### Cell placement

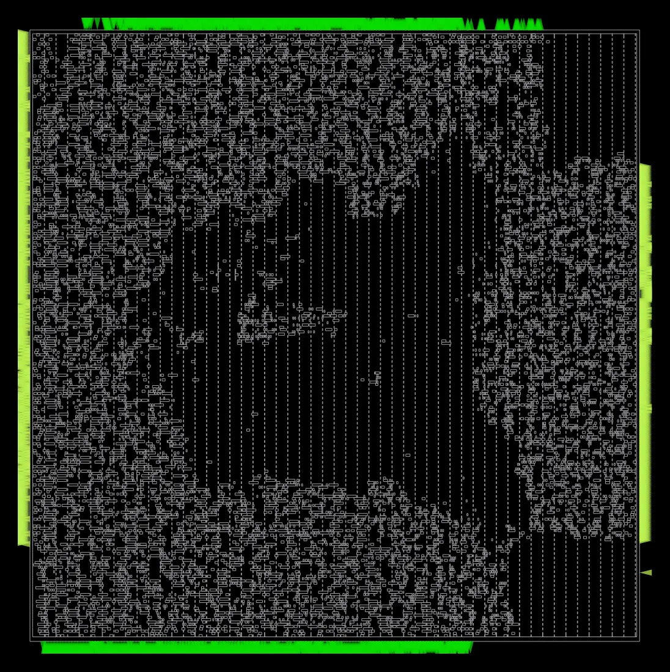
### Port wiring

The bar under the picture is 200 µm long.
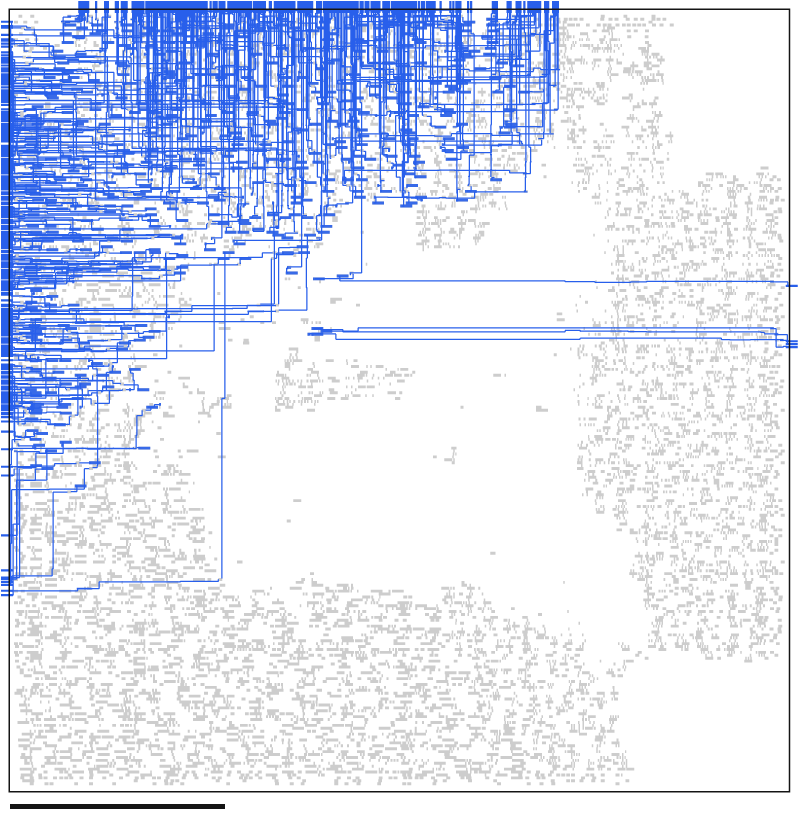
### Wiring by layer

Only two layers are drawn.
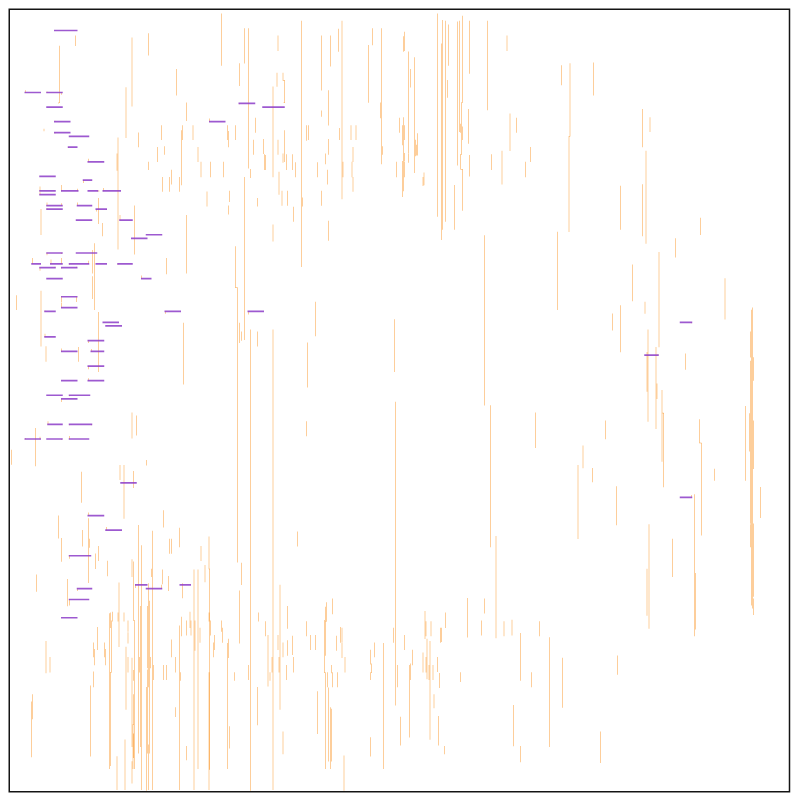
### Sequential cells grouped by signal name

Other sequential cells in the stronger grey, the rest of the logic in the fainter grey.
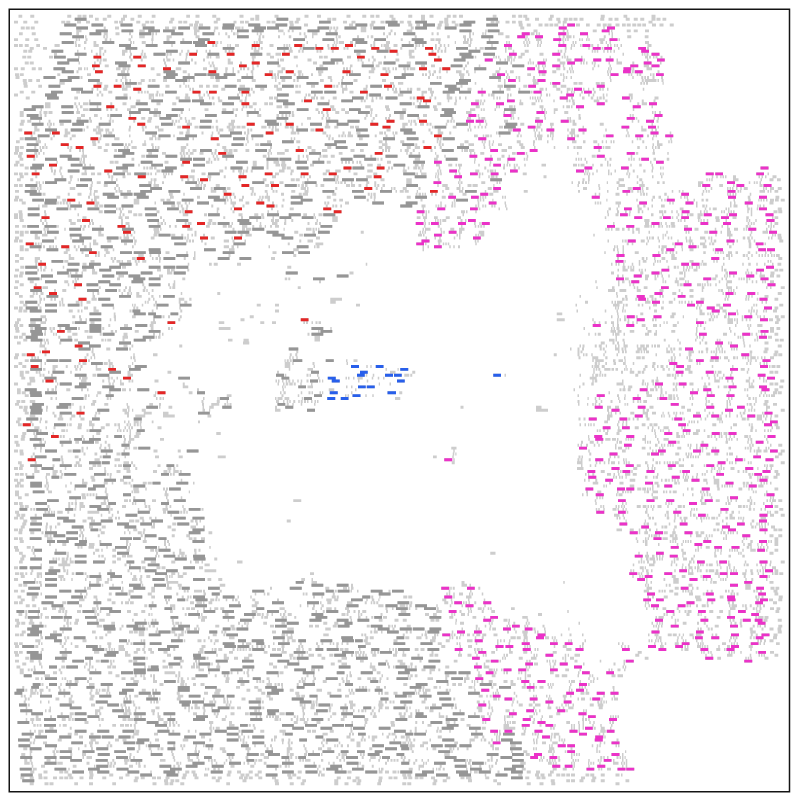
### Metal 2

The bar under the picture is 200 µm long.
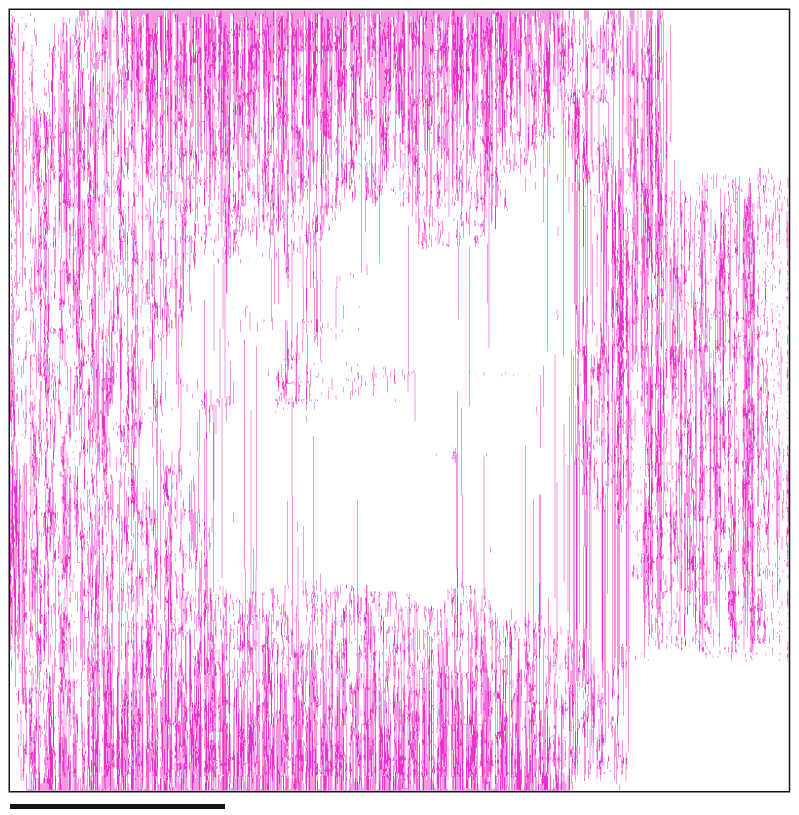
--- src/rtl/mat_mul_seq.sv ---
// ---------------------------------------------------------------------------
// mat_mul_seq
//   Time-multiplexed matrix-multiply sequencer. It computes
//   OUT(IxK) = LHS(IxJ) * RHS(JxK) with a single shared, pipelined vec_dot
//   unit (VEC_SIZE = J). The sequencer accepts one operand pair, issues one
//   row/column dot product per cycle in row-major order, collects the
//   returned results into the output matrix register and then presents that
//   register over a valid/ready handshake.
//
//   Packing: element (r,c) of an RxC matrix sits at [(r*C+c)*FW +: FW];
//            element j of a vector sits at [j*FW +: FW].
//
// Parameters
//   FW          float element width (must match the attached vec_dot)
//   I, J, K     matrix dimensions (J is the vec_dot vector length)
//   DOT_LATENCY clocks from dot_lhs/dot_rhs to dot_out of vec_dot (>= 1)
//
// Ports
//   clk        clock, all state updates on the rising edge
//   rst        synchronous active-high reset; aborts any job in progress
//   in_valid   operand pair valid
//   in_ready   high only in IDLE
//   lhs, rhs   operand matrices, sampled on the accepting edge only
//   dot_lhs    row vector to vec_dot
//   dot_rhs    column vector to vec_dot
//   dot_issue  dot_lhs/dot_rhs carry a live issue this cycle
//   dot_out    vec_dot result, captured bit-exact
//   out_valid  result matrix valid (DONE state)
//   out_ready  consumer takes the result
//   out        result matrix register
//   busy       high in every state except IDLE
// ---------------------------------------------------------------------------
module mat_mul_seq #(
    parameter int FW          = 32,
    parameter int I           = 4,
    parameter int J           = 4,
    parameter int K           = 4,
    parameter int DOT_LATENCY = 3
) (
    input  logic                clk,
    input  logic                rst,
    input  logic                in_valid,
    output logic                in_ready,
    input  logic [I*J*FW-1:0]   lhs,
    input  logic [J*K*FW-1:0]   rhs,
    output logic [J*FW-1:0]     dot_lhs,
    output logic [J*FW-1:0]     dot_rhs,
    output logic                dot_issue,
    input  logic [FW-1:0]       dot_out,
    output logic                out_valid,
    input  logic                out_ready,
    output logic [I*K*FW-1:0]   out,
    output logic                busy
);

    localparam int N  = I * K;
    localparam int IW = $clog2(N + 1);
    localparam int RW = (I > 1) ? $clog2(I) : 1;
    localparam int CW = (K > 1) ? $clog2(K) : 1;

    typedef enum logic [1:0] {IDLE, ISSUE, DRAIN, DONE} state_t;

    // Tag travelling alongside a dot product through vec_dot's latency.
    typedef struct packed {
        logic          valid;
        logic [IW-1:0] idx;
    } tag_t;

    state_t              state;
    logic [I*J*FW-1:0]   lhs_q;
    logic [J*K*FW-1:0]   rhs_q;
    logic [RW-1:0]       row;        // row of the next issue
    logic [CW-1:0]       col;        // column of the next issue
    logic [IW-1:0]       cnt;        // issues launched so far
    logic [IW-1:0]       issue_idx;  // flat index of the issue on dot_*
    tag_t                pipe [DOT_LATENCY];
    tag_t                cap;
    logic                last_cap;

    function automatic logic [J*FW-1:0] row_of(input logic [I*J*FW-1:0] m,
                                               input int unsigned r);
        logic [J*FW-1:0] v;
        v = '0;
        for (int j = 0; j < J; j++)
            v[j*FW +: FW] = m[(r*J + j)*FW +: FW];
        return v;
    endfunction

    function automatic logic [J*FW-1:0] col_of(input logic [J*K*FW-1:0] m,
                                               input int unsigned c);
        logic [J*FW-1:0] v;
        v = '0;
        for (int j = 0; j < J; j++)
            v[j*FW +: FW] = m[(j*K + c)*FW +: FW];
        return v;
    endfunction

    // The oldest tag lines up with the dot_out of the issue it describes.
    assign cap      = pipe[DOT_LATENCY-1];
    assign last_cap = cap.valid && (cap.idx == IW'(N - 1));

    // NOTE: operand latches are plain data registers with no reset; they are
    // always written on accept before anything reads them.
    always_ff @(posedge clk) begin
        if (state == IDLE && in_valid) begin
            lhs_q <= lhs;
            rhs_q <= rhs;
        end
    end

    // NOTE: all sequential state uses non-blocking assignments so every
    // register samples pre-edge values regardless of statement order.
    always_ff @(posedge clk) begin
        if (rst) begin
            state     <= IDLE;
            in_ready  <= 1'b1;
            out_valid <= 1'b0;
            dot_issue <= 1'b0;
            busy      <= 1'b0;
            out       <= '0;
            dot_lhs   <= '0;
            dot_rhs   <= '0;
            row       <= '0;
            col       <= '0;
            cnt       <= '0;
            issue_idx <= '0;
            for (int s = 0; s < DOT_LATENCY; s++)
                pipe[s] <= '0;
        end else begin
            pipe[0] <= tag_t'{dot_issue, issue_idx};
            for (int s = 1; s < DOT_LATENCY; s++)
                pipe[s] <= pipe[s-1];

            if (cap.valid)
                out[int'(cap.idx)*FW +: FW] <= dot_out;

            case (state)
                IDLE: begin
                    if (in_valid) begin
                        // Issue 0 goes out straight from the inputs so the
                        // first dot product lands in the cycle after accept.
                        dot_lhs   <= row_of(lhs, 0);
                        dot_rhs   <= col_of(rhs, 0);
                        dot_issue <= 1'b1;
                        issue_idx <= '0;
                        cnt       <= IW'(1);
                        if (K == 1) begin
                            row <= RW'(1);
                            col <= '0;
                        end else begin
                            row <= '0;
                            col <= CW'(1);
                        end
                        in_ready  <= 1'b0;
                        busy      <= 1'b1;
                        state     <= ISSUE;
                    end
                end
                ISSUE: begin
                    if (cnt == IW'(N)) begin
                        dot_issue <= 1'b0;
                        state     <= DRAIN;
                    end else begin
                        dot_lhs   <= row_of(lhs_q, int'(row));
                        dot_rhs   <= col_of(rhs_q, int'(col));
                        issue_idx <= cnt;
                        cnt       <= cnt + 1'b1;
                        if (col == CW'(K - 1)) begin
                            col <= '0;
                            row <= row + 1'b1;
                        end else begin
                            col <= col + 1'b1;
                        end
                    end
                end
                DRAIN: begin
                    if (last_cap) begin
                        out_valid <= 1'b1;
                        state     <= DONE;
                    end
                end
                DONE: begin
                    if (out_ready) begin
                        out_valid <= 1'b0;
                        in_ready  <= 1'b1;
                        busy      <= 1'b0;
                        state     <= IDLE;
                    end
                end
                default: state <= IDLE;
            endcase
        end
    end

endmodule
--- config.mk ---
export PLATFORM = sky130hd
export DESIGN_NAME = mat_mul_seq
export DESIGN_NICKNAME = d
export VERILOG_FILES = /design/src/rtl/mat_mul_seq.sv
export SDC_FILE = /design/constraint.sdc
export NUM_CORES = 2
export LEC_CHECK = 0
export ABC_AREA = 1
export CAP_MARGIN = 10
export CELL_PAD_IN_SITES_DETAIL_PLACEMENT = 1
export CELL_PAD_IN_SITES_GLOBAL_PLACEMENT = 1
export CORE_AREA = 3 3 723 725
export CTS_BUF_LIST = sky130_fd_sc_hd__clkbuf_4 sky130_fd_sc_hd__clkbuf_8
export CTS_CLUSTER_SIZE = 24
export DETAILED_ROUTE_END_ITERATION = 16
export DIE_AREA = 0 0 726 728
export GPL_ROUTABILITY_DRIVEN = 0
export PLACE_DENSITY = 0.35
export SLEW_MARGIN = 20
export SYNTH_ARGS = -nofsm -noshare
export SYNTH_HDL_FRONTEND = slang
export SYNTH_SLANG_ARGS = --single-unit
export TNS_END_PERCENT = 5
--- constraint.sdc ---
create_clock -name clk -period 38.5 [get_ports clk]
set_input_delay 11.55 -clock clk [delete_from_list [all_inputs] [get_ports clk]]
set_output_delay 11.55 -clock clk [all_outputs]
set_load 0.02 [all_outputs]
==> flow_summary.json <==
{
  "run_status": "completed",
  "crit_path_end_kind": "flip-flop",
  "place.detailed.instances": 15800,
  "htreeDepth": 5,
  "min_period_ns": 14.88,
  "reported_max_cap_violation_count": 0,
  "fin_skew_ns": 0.0759,
  "stage_log_warnings": 67,
  "crit_slowest_cell": "sky130_fd_sc_hd__buf_4",
  "number_of_nets_in_the_synthesized_netlist": 8615,
  "rsz0062_at_grt": "false",
  "global_route.overflow_total": 0,
  "synth.ff_latch_count": 1830,
  "synth.area.top_cells": "sky130_fd_sc_hd__edfxtp_1 (43%), sky130_fd_sc_hd__dfxtp_1 (22%), sky130_fd_sc_hd__nor2_1 (6.7%)",
  "type_of_the_tightest_min_delay_check": "flip-flop to flip-flop",
  "fraction_of_layout_cells_with_a_size_suffix_above_1": 0.0837,
  "grt_pass1_wl_um": 637000,
  "syn-cell-area_mm2": 0.0718,
  "flop_cell": "sky130_fd_sc_hd__edfxtp_1",
  "postCtsHoldBufs": 0,
  "synth_async_sr_flop_share": 0,
  "synth_seq_share": 0.653
}
Back to the opening pictures, 'Cell placement':
post-route core utilization: 0.205
number of cell rows: 264
filler instances: 59700
filler-free cell count of the finished design: 16700
core outline area: 0.517 mm²

Back to the opening pictures, 'Port wiring':
| colour | port | bits | direction | end cells | wire |
|---|---|---|---|---|---|
| blue | `lhs` | 512 | input | 640 | 58.7 mm |

Back to the opening pictures, 'Wiring by layer':
| colour | layer | wire length |
|---|---|---|
| purple | M5 | 979 µm |
| orange | M4 | 16700 µm |
vias after detailed routing: 64600
DRT Wirelength: 484000 µm
global routing usage summed across all routing layers: 0.175
routed length per instance: 29.1 µm

Back to the opening pictures, 'Sequential cells grouped by signal name':
| colour | name in the netlist | flops |
|---|---|---|
| magenta | `out` | 512 |
| red | `dot_lhs` | 128 |
| blue | `pipe` | 18 |
not coloured: 1172

Back to the opening pictures, 'Metal 2':
nets with wire on the layer: 8751
share of all routed wire: 50%
main direction: vertical
wire length on this layer: 244 mm

per-layer routing:
metal	share of wire	GRT usage	wire length (µm)
met5	0.0020	0	978
met4	0.035	0.0572	16700
met3	0.066	0.0495	31700
met2	0.50	0.315	244000
met1	0.39	0.199	191000
worst reg2reg max path: stages, from the launching register on:
cell and delay, ns:
sky130_fd_sc_hd__dfxtp_1 0.33, sky130_fd_sc_hd__inv_1 0.13, sky130_fd_sc_hd__ha_4 0.50, sky130_fd_sc_hd__buf_12 0.31, sky130_fd_sc_hd__inv_8 0.23, sky130_fd_sc_hd__o21ai_1 0.37
sky130_fd_sc_hd__nand2_4 0.60, sky130_fd_sc_hd__inv_8 0.99, sky130_fd_sc_hd__buf_4 1.03, sky130_fd_sc_hd__o21ai_0 0.31, sky130_fd_sc_hd__a21oi_1 0.19
path summary, 6_finish.rpt:
path / slack (ns) / depth (start not counted) / endpoint / from
hold reg to reg: 0.40 / 2 / pipe[0][12]$_SDFF_PP0_ / pipe[0][6]$_SDFF_PP0_
setup / recovery: 23.62 / 6 / lhs_q[437]$_DFFE_PP_ / in_valid
hold / removal: 0.40 / 2 / pipe[0][12]$_SDFF_PP0_ / pipe[0][6]$_SDFF_PP0_
setup reg to reg: 33.38 / 10 / dot_lhs[111]$_SDFFE_PP0P_ / state[1]$_SDFFE_PP0P_
power by group through the flow:
stage	Sequential (mW)	Combinational (mW)	Clock [mW]
finish	2.69	1.78	2.29
global route	2.73	1.92	2.47
detailed placement	2.73	1.82	0
global placement	2.73	1.82	0
floorplan	3.08	0.685	0
CTS	2.70	1.83	2.40
placed cells by master, fill, tap and decap left out, types with 29 or more instances in the layout:
| cell type | n |
|---|---|
| sky130_fd_sc_hd__a21oi_1 | 642 |
| sky130_fd_sc_hd__clkbuf_4 | 147 |
| sky130_fd_sc_hd__clkbuf_8 | 452 |
| sky130_fd_sc_hd__nor2_1 | 1285 |
| sky130_fd_sc_hd__nand2_1 | 1169 |
| sky130_fd_sc_hd__edfxtp_1 | 1024 |
| sky130_fd_sc_hd__buf_4 | 83 |
| sky130_fd_sc_hd__o22ai_1 | 256 |
| sky130_fd_sc_hd__dfxtp_1 | 801 |
| sky130_fd_sc_hd__nand4_1 | 161 |
| sky130_fd_sc_hd__clkinv_2 | 29 |
| sky130_fd_sc_hd__nand3_1 | 65 |
| sky130_fd_sc_hd__clkdlybuf4s50_1 | 1830 |
| sky130_fd_sc_hd__clkinv_1 | 47 |
| sky130_fd_sc_hd__inv_1 | 616 |
| sky130_fd_sc_hd__o21ai_0 | 884 |
| sky130_fd_sc_hd__diode_2 | 95 |
| sky130_fd_sc_hd__o21ai_1 | 37 |
final cells by class:
class / instances / area, µm² / area share
diodes: 95 / 238 / 0.00224
clock buffers: 599 / 7320 / 0.0691
clock inverters: 110 / 912 / 0.00860
inverters: 630 / 2420 / 0.0228
multi-input cells: 4548 / 20500 / 0.193
flip-flops and latches: 1830 / 46900 / 0.442
well taps: 6916 / 8650 / 0.0816
repair buffers: 1923 / 19100 / 0.180
Power and IR drop assume default switching activity.
